### src/rtl/blastn_hit_fetch_ctrl.sv
// blastn_hit_fetch_ctrl: takes one (db_pos, q_pos) seed hit at a time, reads the packed query
// word and database word that cover those positions, and forwards
// {db_pos, q_pos, db_seq, q_seq} to the seq-read unit.
// Optional same-diagonal hit deduplication is enabled by defining PROJECT_BLASTN_HIT_DEDUP_EN.
module blastn_hit_fetch_ctrl #(
  parameter int unsigned p_addr_nbits = 32,
  parameter int unsigned p_cnt_nbits  = 16
) (
  input  logic                    clk,
  input  logic                    reset,
  input  logic [p_addr_nbits-1:0] q_base_addr,
  input  logic [p_addr_nbits-1:0] db_base_addr,
  input  logic [63:0]             hit_msg,
  input  logic                    hit_val,
  output logic                    hit_rdy,
  output logic [p_addr_nbits-1:0] memreq_msg,
  output logic                    memreq_val,
  input  logic                    memreq_rdy,
  input  logic [31:0]             memresp_msg,
  input  logic                    memresp_val,
  output logic                    memresp_rdy,
  output logic [127:0]            ostream_msg,
  output logic                    ostream_val,
  input  logic                    ostream_rdy,
  output logic [p_cnt_nbits-1:0]  hit_count,
  output logic [p_cnt_nbits-1:0]  drop_count
);

  typedef enum logic [2:0] {
    StIdle,
    StReqQ,
    StWaitQ,
    StReqD,
    StWaitD,
    StSend
  } state_e;

  state_e state_q, state_d;

  logic [31:0]             q_pos_q, db_pos_q;
  logic [31:0]             q_seq_q, db_seq_q;
  logic [p_addr_nbits-1:0] q_base_q, db_base_q;
  logic [p_cnt_nbits-1:0]  hit_count_q;
  logic [31:0]             q_word_off, db_word_off;
  logic                    drop_hit;
  logic                    accept_hit;
  logic                    send_fire;

  // Byte offset of the 16-base word holding a position: (pos / 16) * 4.
  assign q_word_off  = {2'b00, q_pos_q[31:4], 2'b00};
  assign db_word_off = {2'b00, db_pos_q[31:4], 2'b00};

`ifdef PROJECT_BLASTN_HIT_DEDUP_EN
  logic [31:0]            last_diag_q, last_db_q;
  logic                   last_vld_q;
  logic [p_cnt_nbits-1:0] drop_count_q;
  logic [31:0]            new_diag, db_delta;

  assign new_diag = hit_msg[63:32] - hit_msg[31:0];
  assign db_delta = hit_msg[63:32] - last_db_q;
  // Same diagonal and within one word ahead of the last dispatched hit: already covered.
  assign drop_hit = last_vld_q && (new_diag == last_diag_q) && (db_delta < 32'd16);

  // History of the most recently dispatched hit, and the drop counter.
  always_ff @(posedge clk) begin
    if (reset) begin
      last_vld_q   <= 1'b0;
      last_diag_q  <= '0;
      last_db_q    <= '0;
      drop_count_q <= '0;
    end else begin
      if (send_fire) begin
        last_vld_q  <= 1'b1;
        last_diag_q <= db_pos_q - q_pos_q;
        last_db_q   <= db_pos_q;
      end
      if ((state_q == StIdle) && hit_val && drop_hit) begin
        drop_count_q <= drop_count_q + p_cnt_nbits'(1);
      end
    end
  end

  assign drop_count = drop_count_q;
`else
  assign drop_hit   = 1'b0;
  assign drop_count = '0;
`endif

  assign accept_hit = (state_q == StIdle) && hit_val && !drop_hit;
  assign send_fire  = (state_q == StSend) && ostream_rdy;
  assign hit_count  = hit_count_q;

  // Next-state logic: one request/response pair per word, then a single send.
  always_comb begin
    state_d = state_q;
    unique case (state_q)
      StIdle:  if (accept_hit)  state_d = StReqQ;
      StReqQ:  if (memreq_rdy)  state_d = StWaitQ;
      StWaitQ: if (memresp_val) state_d = StReqD;
      StReqD:  if (memreq_rdy)  state_d = StWaitD;
      StWaitD: if (memresp_val) state_d = StSend;
      StSend:  if (ostream_rdy) state_d = StIdle;
      default: state_d = StIdle;
    endcase
  end

  // State register plus the latched hit, base addresses, fetched words and hit counter.
  always_ff @(posedge clk) begin
    if (reset) begin
      state_q     <= StIdle;
      q_pos_q     <= '0;
      db_pos_q    <= '0;
      q_base_q    <= '0;
      db_base_q   <= '0;
      q_seq_q     <= '0;
      db_seq_q    <= '0;
      hit_count_q <= '0;
    end else begin
      state_q <= state_d;
      if (accept_hit) begin
        db_pos_q  <= hit_msg[63:32];
        q_pos_q   <= hit_msg[31:0];
        q_base_q  <= q_base_addr;
        db_base_q <= db_base_addr;
      end
      if ((state_q == StWaitQ) && memresp_val) q_seq_q  <= memresp_msg;
      if ((state_q == StWaitD) && memresp_val) db_seq_q <= memresp_msg;
      if (send_fire) hit_count_q <= hit_count_q + p_cnt_nbits'(1);
    end
  end

  // Moore outputs decoded from the state and registered data only.
  always_comb begin
    hit_rdy     = (state_q == StIdle);
    memreq_val  = (state_q == StReqQ) || (state_q == StReqD);
    memresp_rdy = (state_q == StWaitQ) || (state_q == StWaitD);
    ostream_val = (state_q == StSend);
    memreq_msg  = '0;
    ostream_msg = '0;
    if (state_q == StReqQ) memreq_msg = q_base_q + p_addr_nbits'(q_word_off);
    if (state_q == StReqD) memreq_msg = db_base_q + p_addr_nbits'(db_word_off);
    if (state_q == StSend) ostream_msg = {db_pos_q, q_pos_q, db_seq_q, q_seq_q};
  end

endmodule
### config.mk
export PLATFORM = sky130hd
export DESIGN_NAME = blastn_hit_fetch_ctrl
export DESIGN_NICKNAME = d
export VERILOG_FILES = /design/src/rtl/blastn_hit_fetch_ctrl.sv
export SDC_FILE = /design/constraint.sdc
export NUM_CORES = 1
export LEC_CHECK = 0
export CORE_ASPECT_RATIO = 1.1
export CORE_MARGIN = 2
export CORE_UTILIZATION = 48
export DETAILED_ROUTE_END_ITERATION = 7
export PLACE_DENSITY = 0.88
export SLEW_MARGIN = 0
export SYNTH_ARGS = -nofsm -noshare
export SYNTH_HDL_FRONTEND = slang
export SYNTH_SLANG_ARGS = --single-unit
### constraint.sdc
create_clock -name clk -period 4.5 [get_ports clk]
set_input_delay 0.9 -clock clk [delete_from_list [all_inputs] [get_ports clk]]
set_output_delay 0.9 -clock clk [all_outputs]
set_load 0.05 [all_outputs]
==> flow_metrics.env, run 1 <==
# yosys + openroad results
export IMPL_status="finished, final reports clean"
export IMPL_powerClk_mw=2.11
export IMPL_logic_area_sq_um=7020
export IMPL_dominant_cells="combinational gates"
export IMPL_cpPeakStageDelay_ps=430
export IMPL_comb_share_pct=43.3
export IMPL_wl_met2_mm=19.1
export IMPL_routed_wl_mm=40.2
export IMPL_fp_dieW_um=153
export IMPL_path_cells="ha_2 > inv_1 > fa_2 > nor2b_4 > o31ai_4 > a21boi_4 > o2111ai_4 > a21oi_2 > o21ai_2 > o41a_1 > xor2_1 > o22ai_2 > buf_12"
export IMPL_ys_top_logic_family="simple AND/OR/NAND/NOR gates"
export IMPL_pin_count=362
export IMPL_min_period_over_period_pct=97.8
export IMPL_crit_required_ps=3600
export IMPL_fin_skew_ps=9.70
export IMPL_detail_route_first_pass_iterations=5
export IMPL_clock_buffers=33
export IMPL_grt_ovfl_total=0
export IMPL_vias=12600
export IMPL_synth_dominant_cell_count="nand2_1"
export IMPL_drc=0
export IMPL_setup_viol=0
export IMPL_endpoint="memreq_msg[30]"
export IMPL_cts_made_buffers=24
export IMPL_fmax_mhz=227
export IMPL_hold_viol_final=0
export IMPL_clk_share_pct=5.30
export IMPL_synth_flops=211
export IMPL_maxCapViolCount=0
export IMPL_cts_resized=2
export IMPL_warnings=36
export IMPL_drive_gt1_share_pct=6.19
export IMPL_synthesis_area_sq_um=11700
export IMPL_rrSetupSlack_ps=1590
export IMPL_cts_setup_buffers=0
[run 1: cell usage in the layout (no fill, tap or decap), drive strengths merged, types with 3 or more instances in the layout]
cell type and count:
a211oi 12, and4 5, clkinv 7, a31oi 7
a21boi 4, a21o 17, a21oi 253, xor2 29
mux2i 7, nand2 436, o22ai 5, or3 8
dfxtp 211, nor3 18, clkbuf 33, conb 16
o21ai 39, o211ai 3, o21bai 7, nor2 71
nand2b 5, o31ai 4, nand4 9, diode 3
buf 39, o21a 11, or4 4, a2111oi 4
and3 138, xnor2 27, nand3 23, ha 57
bufinv 3, clkdlybuf4s50 322, and2 3, nor2b 6
inv 16
[run 1: layer usage]
layer,vias to the layer above,global-route usage [%]
li1,6000,-
met1,5899,36.2
met2,557,50.1
met3,107,6.11
met4,0,11.7
met5,-,0
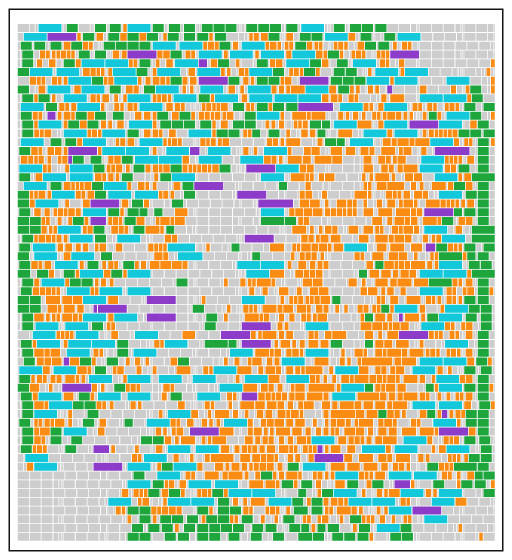
Run 1: placement by cell class
Fill, decap, tap and diode cells in gray.
purple -> clock drivers and dummy loads  # cells 44, share of their area 5.4%
green -> other buffers and delay cells  # cells 363, share of their area 23%
orange -> all other logic  # cells 1271, share of their area 45%
cyan -> flip-flops  # cells 211, share of their area 27%

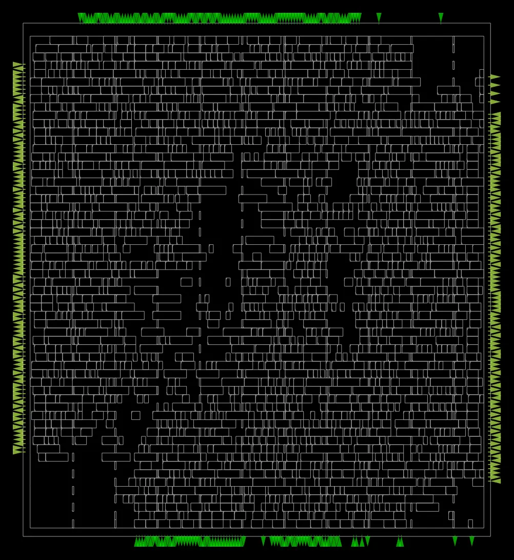
Run 1: cell outlines without signal wires
post-layout util: 68.2%
num rows: 59
Core Footprint: 23800 sq um
non-filler cells, final: 2197

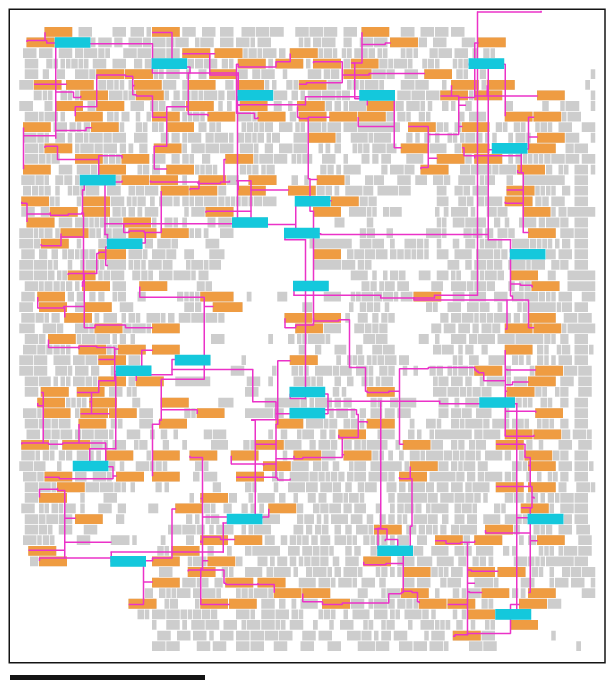
Run 1: routed clock nets over the placement
Bar = 50 um.
cyan -> cells driving clock nets  # count 24
orange -> flip-flops  # count 211
magenta -> clock wires  # length 2810 um
routed clock nets = 25
flops lie = widely spread

==> inputs of run 2 (changes only) <==
--- a/config.mk
+++ b/config.mk
@@ -8,6 +8,7 @@
 export CORE_ASPECT_RATIO = 1.1
 export CORE_MARGIN = 2
 export CORE_UTILIZATION = 48
+export CTS_CLUSTER_DIAMETER = 200
 export DETAILED_ROUTE_END_ITERATION = 7
 export PLACE_DENSITY = 0.88
 export SLEW_MARGIN = 0
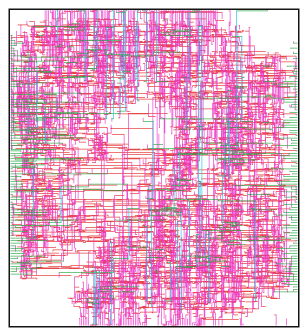
Run 2: signal wires by layer
cyan -> met4  # wire length 1760 um
red -> met1  # wire length 16200 um
magenta -> met2  # wire length 19100 um
green -> met3  # wire length 3170 um

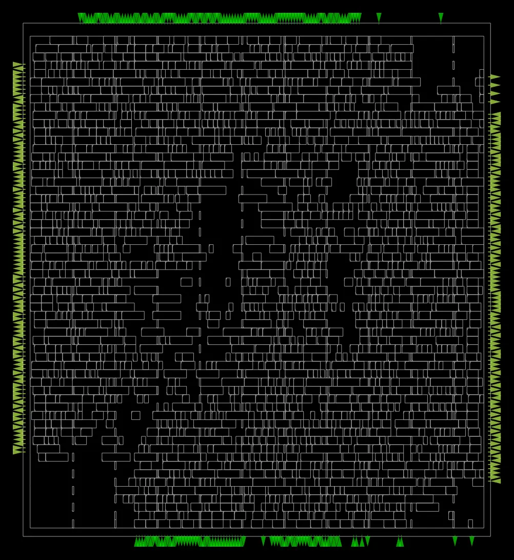
Run 2: cell outlines without signal wires
seq_cells: 211
sequential cell area share: 26.1%

==> flow_metrics.env, run 2 <==
# yosys + openroad results
export IMPL_status="finished, final reports clean"
export IMPL_grt_ovfl_total=0
export IMPL_grt_pass1_wl_mm=62.0
export IMPL_dominant_cells="combinational gates"
export IMPL_vias_per_cell=5.72
export IMPL_setup_viol=0
export IMPL_detail_route_first_pass_iterations=5
export IMPL_fin_skew_ps=9.70
export IMPL_maxCapViolCount=0
export IMPL_timing_slew_headroom_pct=16.4
export IMPL_min_period_over_period_pct=97.8
export IMPL_fin_cells=2197
export IMPL_p_seq_mw=2.08
export IMPL_lay_top_cells="435 x nand2_1, 322 x clkdlybuf4s50_1, 250 x a21oi_1"
export IMPL_cts_made_buffers=24
export IMPL_preCtsSetupSlack_ps=473
export IMPL_warnings=36
export IMPL_drive_gt1_share_pct=6.19
export IMPL_clock_buffers=33
export IMPL_pin_count=362
export IMPL_crit_required_ps=3600
export IMPL_fmax_mhz=227
export IMPL_fp_dieW_um=153
export IMPL_synth_dominant_cell_count="nand2_1"
export IMPL_ys_cells=1587
export IMPL_synthesis_area_sq_um=11700
export IMPL_tightest_slew_ps=1250
export IMPL_p_leak_nw=6.77
export IMPL_grt_max_degree=108
export IMPL_highest_layer="met4"
export IMPL_drc=0
export IMPL_comb_share_pct=43.3
export IMPL_row_count=59
export IMPL_vias=12600
export IMPL_logic_area_sq_um=7020
export IMPL_wl_met2_mm=19.1
export IMPL_clk_share_pct=5.30
export IMPL_routed_wl_mm=40.2
export IMPL_core_region_area_sq_um=23800
export IMPL_powerClk_mw=2.11
export IMPL_rrSetupSlack_ps=1590
export IMPL_lay_top_count="nand2_1"
export IMPL_p_sw_mw=1.60
export IMPL_utilization_pct=68.2
export IMPL_hold_viol_final=0
export IMPL_drt_wirelength_per_cell_um=18.3
export IMPL_path_cells="ha_2 > inv_1 > fa_2 > nor2b_4 > o31ai_4 > a21boi_4 > o2111ai_4 > a21oi_2 > o21ai_2 > o41a_1 > xor2_1 > o22ai_2 > buf_12"
export IMPL_cpPeakStageDelay_ps=430
export IMPL_synth_flops=211
-- run 2: cell families (layout without fill, tap and decap cells) --
group	count (synthesis)	after routing	synth area share, %
other	1	19	0.0322
multiplexers	8	8	0.698
adder cells (fa/ha/maj)	59	59	6.46
XOR/XNOR	56	56	4.21
flip-flops	211	211	36.2
buffers and inverters	137	424	4.95
AND/OR/NAND/NOR	730	730	28.1
AND-OR/OR-AND	385	385	19.3
-- run 2: metal layers --
metal  vias up  global-route usage [%]
li1       6000                       -
met2       557                    50.1
met3       107                    6.11
met1      5899                    36.2
met4         0                    11.7
met5         -                       0
-- run 2: repair_timing --
item / CTS / global route
endpoints found under the hold margin: 0 / 0
gates resized: 2 / 18
hold buffers: 0 / 0
setup endpoints to repair: 3 / 12
setup buffers: 0 / 3
pin swaps: 0 / 5
